--- config.mk ---
export PLATFORM = sky130hd
export DESIGN_NAME = freq_m_multi
export DESIGN_NICKNAME = d
export VERILOG_FILES = /design/src/rtl/freq_m_multi.sv
export SDC_FILE = /design/constraint.sdc
export NUM_CORES = 1
export LEC_CHECK = 0
export CORE_MARGIN = 2
export CORE_UTILIZATION = 35
export DETAILED_ROUTE_END_ITERATION = 8
export PLACE_DENSITY = 0.59
export RECOVER_POWER = 100
export SLEW_MARGIN = 20
export SYNTH_ARGS = -nofsm -noshare
export SYNTH_HDL_FRONTEND = slang
export SYNTH_SLANG_ARGS = --single-unit
--- constraint.sdc ---
create_clock -name clk_base -period 5.1 [get_ports clk_base]
set_input_delay 1.02 -clock clk_base [delete_from_list [all_inputs] [get_ports clk_base]]
set_output_delay 1.02 -clock clk_base [all_outputs]
set_load 0.05 [all_outputs]
--- src/rtl/freq_m_multi.sv ---
// Multi-channel frequency meter: counts synchronised rising edges per channel over a
// programmable gate and latches all counts together. Define FREQ_M_MINMAX_EN for running min/max.
module freq_m_multi #(
    parameter int CH       = 2,
    parameter int CNT_W    = 32,
    parameter int GATE_W   = 32,
    parameter int SYNC_STG = 2
) (
    input  logic                clk_base,
    input  logic                rst_n,
    input  logic                en,
    input  logic [GATE_W-1:0]   gate_len,
    input  logic [CH-1:0]       clk_in,
`ifdef FREQ_M_MINMAX_EN
    input  logic                clr_minmax,
    output logic [CH*CNT_W-1:0] fmax_mem,
    output logic [CH*CNT_W-1:0] fmin_mem,
`endif
    output logic [CH*CNT_W-1:0] freq_mem,
    output logic [CH-1:0]       ovf,
    output logic                valid,
    output logic                busy
);

    typedef enum logic {
        S_IDLE = 1'b0,
        S_RUN  = 1'b1
    } state_t;

    localparam logic [CNT_W-1:0] CNT_MAX = '1;

    state_t                        r_state;
    state_t                        w_state_nxt;
    logic                          w_gate_start;
    logic                          w_gate_end;
    logic                          w_count;
    logic                          w_abort;
    logic                          w_gate_last;
    logic [GATE_W-1:0]             w_len_sel;
    logic [GATE_W-1:0]             r_gate_cnt;
    logic [GATE_W-1:0]             r_gate_len;
    logic [SYNC_STG-1:0][CH-1:0]   r_sync;
    logic [CH-1:0]                 r_edge_q;
    logic [CH-1:0]                 w_edge_det;
    logic [CH-1:0][CNT_W-1:0]      r_edge_cnt;
    logic [CH-1:0]                 r_sat;
    logic [CH-1:0]                 w_cnt_full;
    logic [CH-1:0][CNT_W-1:0]      w_res;
    logic [CH-1:0]                 w_res_ovf;
    logic [CH-1:0][CNT_W-1:0]      r_freq;
    logic [CH-1:0]                 r_ovf;
    logic                          r_valid;

    // Synchroniser chain plus one edge-detect flop; these run regardless of state.
    always_ff @(posedge clk_base or negedge rst_n) begin
        if (!rst_n) begin
            r_sync   <= '0;
            r_edge_q <= '0;
        end else begin
            r_sync[0] <= clk_in;
            for (int s = 1; s < SYNC_STG; s++) begin
                r_sync[s] <= r_sync[s-1];
            end
            r_edge_q <= r_sync[SYNC_STG-1];
        end
    end

    assign w_edge_det  = r_sync[SYNC_STG-1] & ~r_edge_q;
    assign w_len_sel   = (gate_len == '0) ? GATE_W'(1) : gate_len;
    assign w_gate_last = (r_gate_cnt == r_gate_len - GATE_W'(1));

    always_ff @(posedge clk_base or negedge rst_n) begin
        if (!rst_n) begin
            r_state <= S_IDLE;
        end else begin
            r_state <= w_state_nxt;
        end
    end

    // Abort has priority over a gate end: dropping en in the last cycle discards the gate.
    always_comb begin
        w_state_nxt  = r_state;
        w_gate_start = 1'b0;
        w_gate_end   = 1'b0;
        w_count      = 1'b0;
        w_abort      = 1'b0;
        case (r_state)
            S_IDLE: begin
                if (en) begin
                    w_state_nxt  = S_RUN;
                    w_gate_start = 1'b1;
                end
            end
            S_RUN: begin
                if (!en) begin
                    w_state_nxt = S_IDLE;
                    w_abort     = 1'b1;
                end else if (w_gate_last) begin
                    w_gate_end   = 1'b1;
                    w_gate_start = 1'b1;
                end else begin
                    w_count = 1'b1;
                end
            end
            default: w_state_nxt = S_IDLE;
        endcase
    end

    always_ff @(posedge clk_base or negedge rst_n) begin
        if (!rst_n) begin
            r_gate_cnt <= '0;
            r_gate_len <= '0;
        end else if (w_gate_start) begin
            r_gate_cnt <= '0;
            r_gate_len <= w_len_sel;
        end else if (w_count) begin
            r_gate_cnt <= r_gate_cnt + GATE_W'(1);
        end else if (w_abort) begin
            r_gate_cnt <= '0;
        end
    end

    // The last gate cycle's edge is folded into the result instead of the counter.
    for (genvar i = 0; i < CH; i++) begin : g_ch
        assign w_cnt_full[i] = (r_edge_cnt[i] == CNT_MAX);
        assign w_res[i]      = w_cnt_full[i] ? CNT_MAX : r_edge_cnt[i] + CNT_W'(w_edge_det[i]);
        assign w_res_ovf[i]  = r_sat[i] | (w_cnt_full[i] & w_edge_det[i]);
    end

    always_ff @(posedge clk_base or negedge rst_n) begin
        if (!rst_n) begin
            r_edge_cnt <= '0;
            r_sat      <= '0;
        end else if (w_gate_start || w_abort) begin
            r_edge_cnt <= '0;
            r_sat      <= '0;
        end else if (w_count) begin
            for (int i = 0; i < CH; i++) begin
                if (w_edge_det[i]) begin
                    if (w_cnt_full[i]) begin
                        r_sat[i] <= 1'b1;
                    end else begin
                        r_edge_cnt[i] <= r_edge_cnt[i] + CNT_W'(1);
                    end
                end
            end
        end
    end

    always_ff @(posedge clk_base or negedge rst_n) begin
        if (!rst_n) begin
            r_freq  <= '0;
            r_ovf   <= '0;
            r_valid <= 1'b0;
        end else begin
            r_valid <= w_gate_end;
            if (w_gate_end) begin
                r_freq <= w_res;
                r_ovf  <= w_res_ovf;
            end
        end
    end

`ifdef FREQ_M_MINMAX_EN
    logic [CH-1:0][CNT_W-1:0] r_fmax;
    logic [CH-1:0][CNT_W-1:0] r_fmin;

    // Cleared values (0 / all-ones) make the first result load both naturally.
    always_ff @(posedge clk_base or negedge rst_n) begin
        if (!rst_n) begin
            r_fmax <= '0;
            r_fmin <= '1;
        end else begin
            for (int i = 0; i < CH; i++) begin
                if (w_gate_end) begin
                    if (clr_minmax || (w_res[i] > r_fmax[i])) begin
                        r_fmax[i] <= w_res[i];
                    end
                    if (clr_minmax || (w_res[i] < r_fmin[i])) begin
                        r_fmin[i] <= w_res[i];
                    end
                end else if (clr_minmax) begin
                    r_fmax[i] <= '0;
                    r_fmin[i] <= '1;
                end
            end
        end
    end

    assign fmax_mem = r_fmax;
    assign fmin_mem = r_fmin;
`endif

    assign freq_mem = r_freq;
    assign ovf      = r_ovf;
    assign valid    = r_valid;
    assign busy     = (r_state == S_RUN);

endmodule
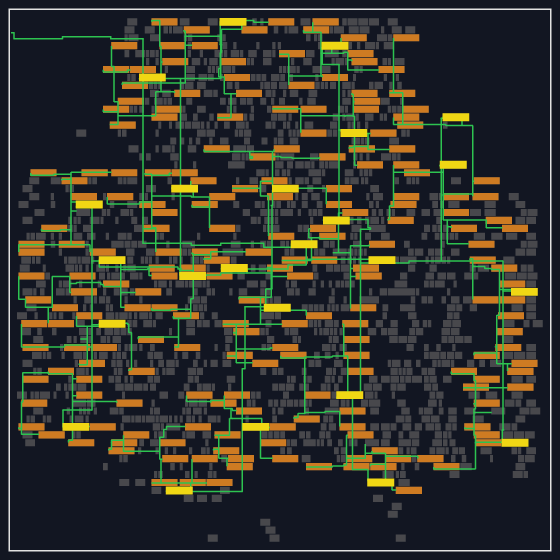
(images/clk_routes.png)
[clock wires] green | length: 3,030 um
[clock drivers] yellow | count: 24
[flip-flops] orange | count: 204
flops lie	spread over the die
routed clock nets	25

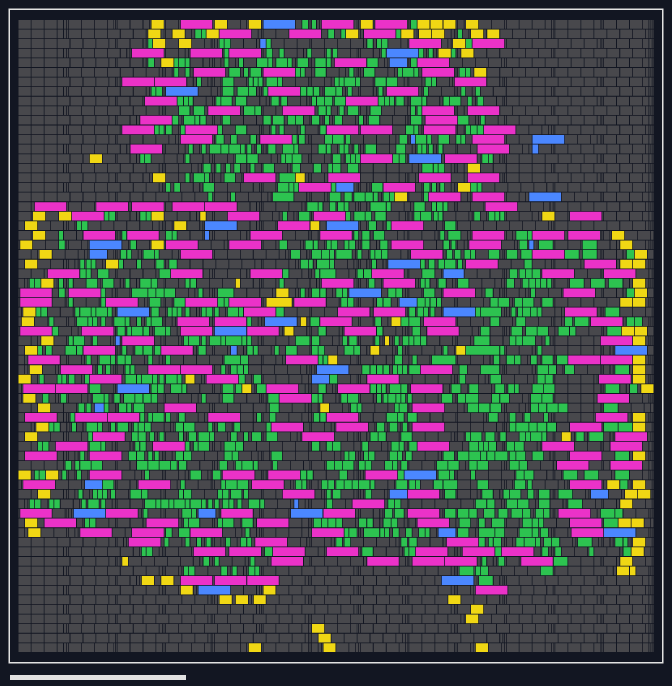
(images/placement_by_type.png)
Bar = 50 um. Fill, decap, tap and diode cells in grey.
class	colour	cells
other buffers and delay cells	yellow	121
flops	magenta	204
clock drivers and dummy loads	blue	44
combinational and other logic	green	1,026

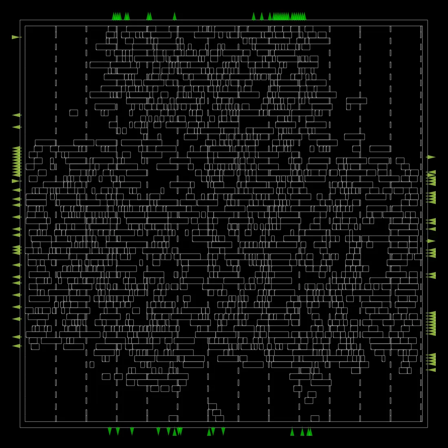
(images/placement.png)
row count: 66
Flops: 204
tapcell count: 442
Finished Layout Cells: 1,837
Seq/total area: 37.4%

==> reports/qor.txt <==
FMAX: 218 MHz
DRT Wirelength: 29,900 um
post-route minimum period: 4.58 ns
first-pass GRT wire length: 49,000 um
critical path type: flop to flop
Die Y: 185 um
post_cts resized: 0
# setup viols final: 0
dominant logic cell type in the layout: nor2_1
# IOs: 105
r2r setup slk: 0.52 ns
share of cells above drive strength 1: 6.02%
Final WS setup: 0.519 ns
WP buf/inv: 1
Core ar.: 32,400 um2
Syn Area/Cell: 8.81 um2
Unique cell types: 60
DIE AREA: 34,200 um2
largest net degree at the start of global routing: 109
worst-path cell chain: or4_1, or4_1, or4_1, a222oi_1, o211a_1, o2111a_2, clkbuf_1, nor3_1, or4_1, nand2_1
yosys stat area: 11,500 um2
YS warnings: 0
Top Layout Cells: 259 x nor2_1, 204 x dfrtp_1, 101 x nand2_1
fp_density: 35.4%
Crit path top cell by count: or4_1
WP data arrival: 5.06 ns
Area Growth Syn to Fin: 19.2%
nets: 1,422
CTS tree: built
Post-CTS Setup Inserts: 0
vias per inst: 5.14
async set or reset register ratio after synthesis: 100%
WHS: 0.350 ns
crit-path max FO: 15
RSZ-0062 raised after global routing: false
LEAKAGE: 5.73 nW
CP Capture Type: flop
# Cells Yosys: 1,301
Post-Syn Instances: 1,301
Synth Register Bits: 204
vias in the first global route: 9,076
gr usage total: 17.6%
Slew @ Worst Pin: 2.77 ns
placer congestion estimate: 0.853
delay-heaviest family, CP: simple AND/OR/NAND/NOR gates
hold crit path type: flop to flop
Maximum Capacitance Violations: 2
dpl ws: 0.686 ns
Reg clk slew, reported paths: 0.06 ns
Mapped Area: 11,500 um2
total congestion overflow: 0
startpoint type of the worst setup path: flop
ANT cells: 0
total CTS buffers: 24
HPWL after DPL: 21,000 um
CTS root buffer: clkbuf_16
Final Util: 42.2%
slowest cell on the critical path: or4_1
tool warnings: 28
max-slew violations: 137
CP peak stage delay: 0.69 ns
DRC: 0
pwr dens: 275 nW/um2
final hold vios: 0
Final ANT Viol Nets: 0
Bufs on Longest Clock Path: 3
Late-Pin Clk Latency: 0.54 ns
Pre-antenna DRT Iters: 5
setup TNS: 0 ns
DR iter-0 viols: 637
Max-slew headroom: -84.7%
main flop type: dfrtp_1
H-Tree Depth: 1
failing checks: max-capacitance violations, max-slew violations
Clock Skew: 0.0247 ns
Req. time, crit path: 5.58 ns
Routed wire per std cell: 16.3 um
outcome: finished, violations left
Post-CTS Hold Buffers: 0
## cell families (layout without fill, tap and decap cells)
kind of cell / after synthesis / count (layout) / synth area share [%]
DFF: 204 / 204 / 44.5
buffers and inverters: 87 / 181 / 3.65
AOI/OAI and AO/OA: 173 / 173 / 9.05
and+or+nand+nor: 633 / 633 / 26.2
muxes: 32 / 32 / 3.11
adders and majority gates: 8 / 8 / 0.873
xor gates and xnor gates: 164 / 164 / 12.5
## layer usage
metal / GRT usage (%) / share of wire [%] / routed length (um) / up-vias
li1: - / - / - / 4660
met1: 26.4 / 49 / 14700 / 4520
met2: 26.5 / 43 / 13000 / 216
met3: 2.79 / 4.9 / 1450 / 46
met4: 4.25 / 2.3 / 694 / 2
met5: 0 / 0.044 / 13 / -
## Yosys cell counts (all sizes together), types with 7 or more instances
cell type	count	area share, %
nor2	261	8.5
dfrtp	204	45
nand2	101	3.3
xnor2	99	7.6
a21oi	81	3.6
xor2	65	5.0
nand3	54	2.4
nor3	43	1.9
o21ai	42	1.8
clkbuf	41	1.3
nand4	34	1.9
and3	30	1.6
buf	30	1.8
mux2	29	2.8
nor4	27	1.5
or3	23	1.3
inv	16	0.52
or4	15	0.98
a31oi	8	0.44
and4	8	0.61
ha	8	0.87
nand2b	8	0.44
or2	8	0.44
o31ai	7	0.46
## worst reg2reg max path, cell delays in order, from the launching register on
cell	delay (ns)
dfrtp_1	0.45
or4_1	0.67
or4_1	0.69
or4_1	0.57
a222oi_1	0.39
o211a_1	0.27
o2111a_2	0.22
clkbuf_1	0.57
nor3_1	0.15
or4_1	0.49
nand2_1	0.07
## sequential cells by signal (all words and copies together), names as in the netlist
| signal | cells |
|---|---|
| freq_mem | 64 |
| r_sync | 4 |
| valid | 1 |
| r_sat | 2 |
| busy | 1 |
| r_gate_len | 32 |
| ovf | 2 |
| r_edge_cnt | 64 |
| r_gate_cnt | 32 |
| r_edge_q | 2 |
## where the power goes
group          switching, mW  internal [mW]  total (mW)
clock                  0.696           1.01        1.71
sequential            0.0768           1.66        1.74
combinational          0.168          0.138       0.306
total                  0.941           2.81        3.75
## through the flow
stage / instances / cell area, um2
2_1_floorplan: 1301 / 11500
3_3_place_gp: 1793 / 12900
3_5_place_dp: 1793 / 12900
4_1_cts: 1837 / 13700
5_1_grt: 1837 / 13700
6_report: 1837 / 13700
## path summary, 6_finish.rpt
kind / endpoint / startpoint / cells after the start
max: r_edge_cnt[27] / r_gate_len[5] / 10
max reg2reg: r_edge_cnt[27] / r_gate_len[5] / 10
min reg2reg: r_sync[2] / r_sync[0] / 0
min in group asynchronous: r_gate_len[6] / rst_n / 1
max in group asynchronous: r_gate_cnt[10] / rst_n / 2
min: r_sync[2] / r_sync[0] / 0
## cell type report
type                       count  area [um2]
tap                          442         553
fill                        3259       18700
clock buffer                  39         757
multi-input combinational   1010        5980
sequential                   204        5100
timing repair buffer         121        1160
clock inverter                 5        38.8
inverter                      16        60.1
Power and IR drop assume default switching activity.
